==> config.mk <==
export PLATFORM = sky130hd
export DESIGN_NAME = fetch_stage
export DESIGN_NICKNAME = d
export VERILOG_FILES = /design/src/rtl/fetch_pkg.sv /design/src/rtl/fetch_queue.sv /design/src/rtl/fetch_stage.sv
export SDC_FILE = /design/constraint.sdc
export NUM_CORES = 1
export LEC_CHECK = 0
export CAP_MARGIN = 25
export CELL_PAD_IN_SITES_DETAIL_PLACEMENT = 0
export CELL_PAD_IN_SITES_GLOBAL_PLACEMENT = 1
export CORE_MARGIN = 4
export CORE_UTILIZATION = 38
export DETAILED_ROUTE_END_ITERATION = 10
export PLACE_DENSITY = 0.74
export SLEW_MARGIN = 20
export SYNTH_ARGS = -nofsm -noshare
export SYNTH_HDL_FRONTEND = slang
export SYNTH_SLANG_ARGS = --single-unit
export TNS_END_PERCENT = 20
==> constraint.sdc <==
create_clock -name clk -period 3.28 [get_ports clk]
set_input_delay 0.656 -clock clk [delete_from_list [all_inputs] [get_ports clk]]
set_output_delay 0.656 -clock clk [all_outputs]
set_load 0.1 [all_outputs]
==> src/rtl/fetch_pkg.sv <==
// Shared definitions for the instruction fetch stage: default reset PC,
// default queue depth, NOP encoding and the fetch queue entry layout.
package fetch_pkg;

  localparam logic [31:0] FETCH_RESET_PC = 32'h0000_0000;
  localparam logic [31:0] FETCH_NOP      = 32'h0000_0013;
  localparam int unsigned FETCH_QDEPTH   = 4;

  // One fetch queue slot: the PC is known at allocation, the instruction
  // arrives later and sets 'filled'.
  typedef struct packed {
    logic [31:0] pc;
    logic [31:0] instr;
    logic        filled;
  } fetch_entry_t;

  // Force an address onto a word boundary.
  function automatic logic [31:0] align_word(input logic [31:0] addr);
    return {addr[31:2], 2'b00};
  endfunction

endpackage

==> src/rtl/fetch_queue.sv <==
// In-order fetch queue. Slots are allocated at the tail when a request is
// accepted, filled in allocation order as responses return, and popped from
// the head once filled. A flush frees every slot in one cycle.
module fetch_queue
  import fetch_pkg::*;
#(
  parameter int unsigned QDEPTH = FETCH_QDEPTH
) (
  input  logic                      clk,
  input  logic                      reset,
  input  logic                      flush,
  input  logic                      alloc,
  input  logic [31:0]               alloc_pc,
  input  logic                      fill,
  input  logic [31:0]               fill_instr,
  input  logic                      pop,
  output logic                      head_valid,
  output logic [31:0]               head_pc,
  output logic [31:0]               head_instr,
  output logic [$clog2(QDEPTH):0]   count,
  output logic [$clog2(QDEPTH):0]   unfilled
);

  localparam int unsigned PW = $clog2(QDEPTH);
  localparam int unsigned CW = PW + 1;

  fetch_entry_t  entries_q [QDEPTH];
  fetch_entry_t  entries_d [QDEPTH];
  logic [PW-1:0] head_q, head_d;
  logic [PW-1:0] tail_q, tail_d;
  logic [PW-1:0] fill_q, fill_d;
  logic [CW-1:0] count_q, count_d;
  logic [CW-1:0] unfilled_q, unfilled_d;

  // Next-state for storage, the three pointers and the two occupancy counts.
  always_comb begin
    entries_d  = entries_q;
    head_d     = head_q;
    tail_d     = tail_q;
    fill_d     = fill_q;
    count_d    = count_q;
    unfilled_d = unfilled_q;
    if (flush) begin
      head_d     = '0;
      tail_d     = '0;
      fill_d     = '0;
      count_d    = '0;
      unfilled_d = '0;
    end else begin
      if (alloc) begin
        entries_d[tail_q] = '{pc: alloc_pc, instr: FETCH_NOP, filled: 1'b0};
        tail_d            = tail_q + 1'b1;
      end
      if (fill) begin
        entries_d[fill_q].instr  = fill_instr;
        entries_d[fill_q].filled = 1'b1;
        fill_d                   = fill_q + 1'b1;
      end
      if (pop) begin
        head_d = head_q + 1'b1;
      end
      count_d    = count_q + CW'(alloc) - CW'(pop);
      unfilled_d = unfilled_q + CW'(alloc) - CW'(fill);
    end
  end

  // Queue state registers.
  always_ff @(posedge clk or negedge reset) begin
    if (!reset) begin
      for (int i = 0; i < int'(QDEPTH); i++) begin
        entries_q[i] <= '0;
      end
      head_q     <= '0;
      tail_q     <= '0;
      fill_q     <= '0;
      count_q    <= '0;
      unfilled_q <= '0;
    end else begin
      for (int i = 0; i < int'(QDEPTH); i++) begin
        entries_q[i] <= entries_d[i];
      end
      head_q     <= head_d;
      tail_q     <= tail_d;
      fill_q     <= fill_d;
      count_q    <= count_d;
      unfilled_q <= unfilled_d;
    end
  end

  assign head_valid = (count_q != '0) && entries_q[head_q].filled;
  assign head_pc    = entries_q[head_q].pc;
  assign head_instr = entries_q[head_q].instr;
  assign count      = count_q;
  assign unfilled   = unfilled_q;

endmodule

==> src/rtl/fetch_stage.sv <==
// Decoupled instruction fetch stage. Owns the PC, issues sequential word
// fetches, buffers returned instructions in fetch_queue and hands them to
// decode. A redirect flushes the queue and arms a drop counter that discards
// the responses of requests issued before the redirect.
// Optional build macro FETCH_PERF_CNT_EN adds perf_fetch_cnt/perf_stall_cnt.
module fetch_stage
  import fetch_pkg::*;
#(
  parameter logic [31:0] RESET_PC = FETCH_RESET_PC,
  parameter int unsigned QDEPTH   = FETCH_QDEPTH
) (
  input  logic        clk,
  input  logic        reset,
  output logic        imem_req_valid,
  output logic [31:0] imem_req_addr,
  input  logic        imem_req_ready,
  input  logic        imem_rsp_valid,
  input  logic [31:0] imem_rsp_data,
  input  logic        redirect_valid,
  input  logic [31:0] redirect_pc,
  output logic        if_valid,
  output logic [31:0] if_instr,
  output logic [31:0] if_pc,
  input  logic        id_ready
`ifdef FETCH_PERF_CNT_EN
  ,
  output logic [31:0] perf_fetch_cnt,
  output logic [31:0] perf_stall_cnt
`endif
);

  localparam int unsigned CW = $clog2(QDEPTH) + 1;

  logic [31:0]   pc_q, pc_d;
  logic [CW-1:0] drop_cnt_q, drop_cnt_d;

  logic [CW-1:0] q_count;
  logic [CW-1:0] q_unfilled;
  logic          q_head_valid;
  logic [31:0]   q_head_pc;
  logic [31:0]   q_head_instr;
  logic [CW:0]   in_use;
  logic          req_fire;
  logic          pop;
  logic          fill;

  // Queued slots plus responses still to be dropped may never exceed the
  // queue depth, which keeps every outstanding request countable in CW bits.
  assign in_use = {1'b0, q_count} + {1'b0, drop_cnt_q};

  assign imem_req_valid = reset && !redirect_valid
                          && (q_count < CW'(QDEPTH))
                          && (in_use < (CW+1)'(QDEPTH));
  assign imem_req_addr  = pc_q;
  assign req_fire       = imem_req_valid && imem_req_ready;

  assign if_valid = q_head_valid;
  assign if_pc    = q_head_valid ? q_head_pc    : '0;
  assign if_instr = q_head_valid ? q_head_instr : '0;

  assign pop  = q_head_valid && id_ready && !redirect_valid;
  assign fill = imem_rsp_valid && !redirect_valid && (drop_cnt_q == '0);

  fetch_queue #(
    .QDEPTH (QDEPTH)
  ) u_queue (
    .clk        (clk),
    .reset      (reset),
    .flush      (redirect_valid),
    .alloc      (req_fire),
    .alloc_pc   (pc_q),
    .fill       (fill),
    .fill_instr (imem_rsp_data),
    .pop        (pop),
    .head_valid (q_head_valid),
    .head_pc    (q_head_pc),
    .head_instr (q_head_instr),
    .count      (q_count),
    .unfilled   (q_unfilled)
  );

  // PC advance and drop counter; a redirect overrides everything else and a
  // response arriving with it is consumed on the spot instead of being counted.
  always_comb begin
    pc_d       = pc_q;
    drop_cnt_d = drop_cnt_q;
    if (redirect_valid) begin
      pc_d       = align_word(redirect_pc);
      drop_cnt_d = q_unfilled + drop_cnt_q - CW'(imem_rsp_valid);
    end else begin
      if (req_fire) begin
        pc_d = pc_q + 32'd4;
      end
      if (imem_rsp_valid && (drop_cnt_q != '0)) begin
        drop_cnt_d = drop_cnt_q - 1'b1;
      end
    end
  end

  // PC and drop counter registers.
  always_ff @(posedge clk or negedge reset) begin
    if (!reset) begin
      pc_q       <= RESET_PC;
      drop_cnt_q <= '0;
    end else begin
      pc_q       <= pc_d;
      drop_cnt_q <= drop_cnt_d;
    end
  end

`ifdef FETCH_PERF_CNT_EN
  logic [31:0] perf_fetch_q, perf_fetch_d;
  logic [31:0] perf_stall_q, perf_stall_d;

  // Count instructions handed to decode and cycles decode held one back.
  always_comb begin
    perf_fetch_d = perf_fetch_q + 32'(pop);
    perf_stall_d = perf_stall_q + 32'(if_valid && !id_ready);
  end

  // Performance counter registers, cleared only by reset.
  always_ff @(posedge clk or negedge reset) begin
    if (!reset) begin
      perf_fetch_q <= '0;
      perf_stall_q <= '0;
    end else begin
      perf_fetch_q <= perf_fetch_d;
      perf_stall_q <= perf_stall_d;
    end
  end

  assign perf_fetch_cnt = perf_fetch_q;
  assign perf_stall_cnt = perf_stall_q;
`endif

`ifndef SYNTHESIS
  rsp_has_request: assert property (@(posedge clk) disable iff (!reset)
    imem_rsp_valid |-> ((drop_cnt_q != '0) || (q_unfilled != '0)));
`endif

endmodule

Fig. 1: where the registers sit
Scale: 2 px per um.
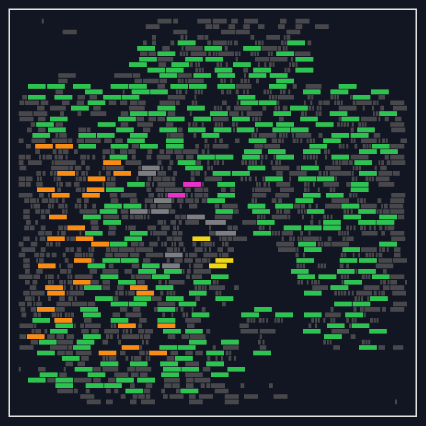
| signal | color | sequential cells |
|---|---|---|
| u_queue.fill_q | magenta | 2 |
| u_queue.count | yellow | 3 |
| imem_req_addr | orange | 30 |
| u_queue.entries_q | green | 252 |
storage element area: 7440 um^2
Seq/total area: 0.406

Fig. 2: signal wires on met3
Scale: 2 px per um.
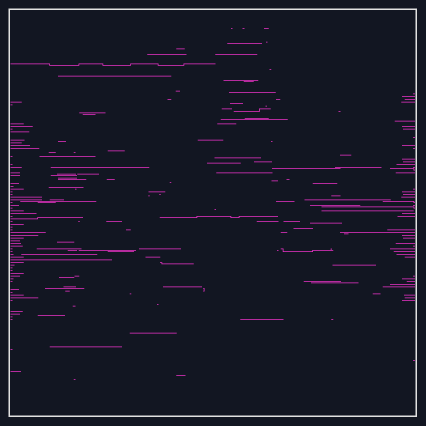
share of all routed wire: 5.7%
longest straight run: 56.4 um
main direction: horizontal
nets with wire on the layer: 161
wire length on this layer: 2160 um
grt met3 use: 0.0339
DRT Wirelength: 37.7 mm
via count: 10.3k

Fig. 3: cells by drive strength
Scale: 2 px per um.
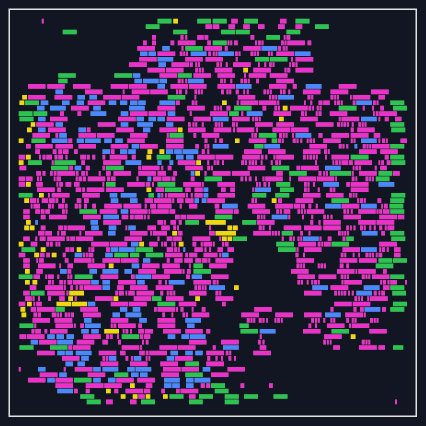
| size | color | cells | most used |
|---|---|---|---|
| _2 cells | blue | 184 | mux2_2 |
| _0 and _1 cells | magenta | 1106 | nand2_1 |
| _3 and _4 cells | yellow | 63 | buf_4 |
| _6 and larger | green | 124 | buf_12 |

Fig. 4: clock nets
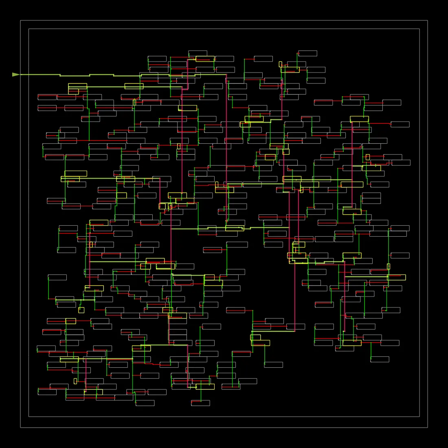
TritonCTS buffer count: 34
CTS sink count: 297
layout clock buffer count: 52
Late-Pin Clk Latency: 0.52 ns
Final Skew: 0.0191 ns

Fig. 5: wiring heat map
Scale: 2 px per um. The die is cut into 20 by 20 equal tiles; black is low, pale yellow is high, scaled to the fullest tile. Values are wire area over tile area, all layers added.
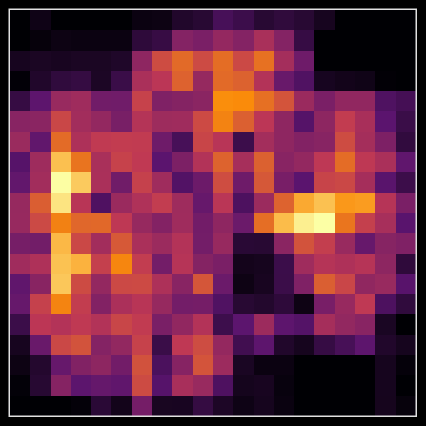
emptiest ninth of the die: south-east
nearly empty tiles: 11%
mean over tiles: 0.15
tiles over half the peak: 23%
fullest tile: 0.45
densest ninth of the die: west

==> ci_impl_report.md <==
## Synthesis and layout report

| Metric | Value |
|---|---|
| Slowest cell on the critical path | dfrtp_4 |
| 1st-iter DRT viols | 512 |
| Worst-margin pin slew | 0.903 ns |
| Root buf cell | clkbuf_16 |
| Max stage delay on crit path | 0.60 ns |
| Worst-case vdd ir drop | approximately 0.33 mV |
| Placed insts | a little under 2k |
| Flop count | 297 |
| GRT met1 Usage | 0.262 |
| Logic gate share of total power | 0.273 |
| WL met2 | 17.5 mm |
| Critical path destination | if_pc[27] |
| Crit. Startpoint | u_queue.head_q[0] |
| Syn Area/Cell | 10.9 um^2 |
| Syn Std Cell Area | around 14000 um^2 |
| Chip area | 41100 um^2 |
| Maximum buffer depth of the clock tree | 3 |
| Setup WS post-layout | roughly 0.18 ns |
| Sequential power | 5.06 mW |
| Synth area leader | dfrtp_1 |
| Non-clk invs | 21 |
| DP HPWL | 24.0 mm |
| Logic area | 6460 um^2 |
| HP Class | in -> async |
| First-pass GRT wire length | 60.3 mm |
| Leading cell kind | registers |
| Crit path buf inv count | 2 |
| Reg with most FFs | u_queue.entries_q |
| Yosys simple share | 0.150 |
| Antenna cell count | 0 |
| Tcrit/Tclk final | 0.947 |
| Status | finished clean |
| Crit path capture type | primary output |
| FF-to-FF End | u_queue.count[2] |
| Core ar. | 37600 um^2 |
| WL met1 | 17.2 mm |
| Setup violations, final | 0 |
| WP data arrival | 2.45 ns |
| Vias in the first global route | 10.6k |
| Synth async-reset ratio | 1.00 |
| Max Freq | 322 MHz |
| Final tally of hold violations | 0 |
| Mi-comb count | 901 |
| MaxCap Viol Count | 0 |
| CTS clk-pin slew, worst paths | 0.06 ns |
| Worst slew margin | 0.398 |
| Top cells excl fill/tap | 301 x nand2_1, 295 x dfrtp_1, 170 x o21ai_0 |
| Worst slack, placed | 0.395 ns |
| Global route hottest layer | met2 |
| Stages on worst setup path | 4 |
| GP Congestion | 0.788 |
| XOR/XNOR Area Share | 0.0103 |
| Syn Inst Count | 1321 |
| FF-to-FF setup slack | 0.83 ns |
| Post-DRT Antenna Nets | 0 |
| Die W | 203 um |
| FF+latch count, synth | 297 |
| Fin util | 0.488 |
| Initial antenna violation count | 4 |
| Fillers | approximately 3.4k |
| Die H | 203 um |
| Total Power | 12.2 mW |
| I/O Pins | between 150 and 200 |
| Critical path peak fanout | 15 |
| Ys Warns | 0 |
| Worst R2R Start | u_queue.head_q[0] |
| Worst path top cell family by delay | flip-flops |
| Yosys stat area | roughly 14000 um^2 |
| Yosys aoi share | 0.0828 |
| Pwr/cell area | 665 nW/um^2 |
| Min Hold Slack | 0.202 ns |
| Drt wl/cell | between 15 and 20 um |
| Reg2Reg Depth | 11 |
| CP startpoint kind | flop |
| Layout cells sized above 1 | 0.251 |
| Max-slew violations | 0 |
| Total GRT Usage | 0.182 |
| Residual DRC | 0 |
| TAP cells | between 500 and 600 |
| # hold bufs at CTS | 0 |
| Combinational power | 3.33 mW |
| Synth cell types | 53 |
No activity file was given, so power comes from the tool's default toggle rates.
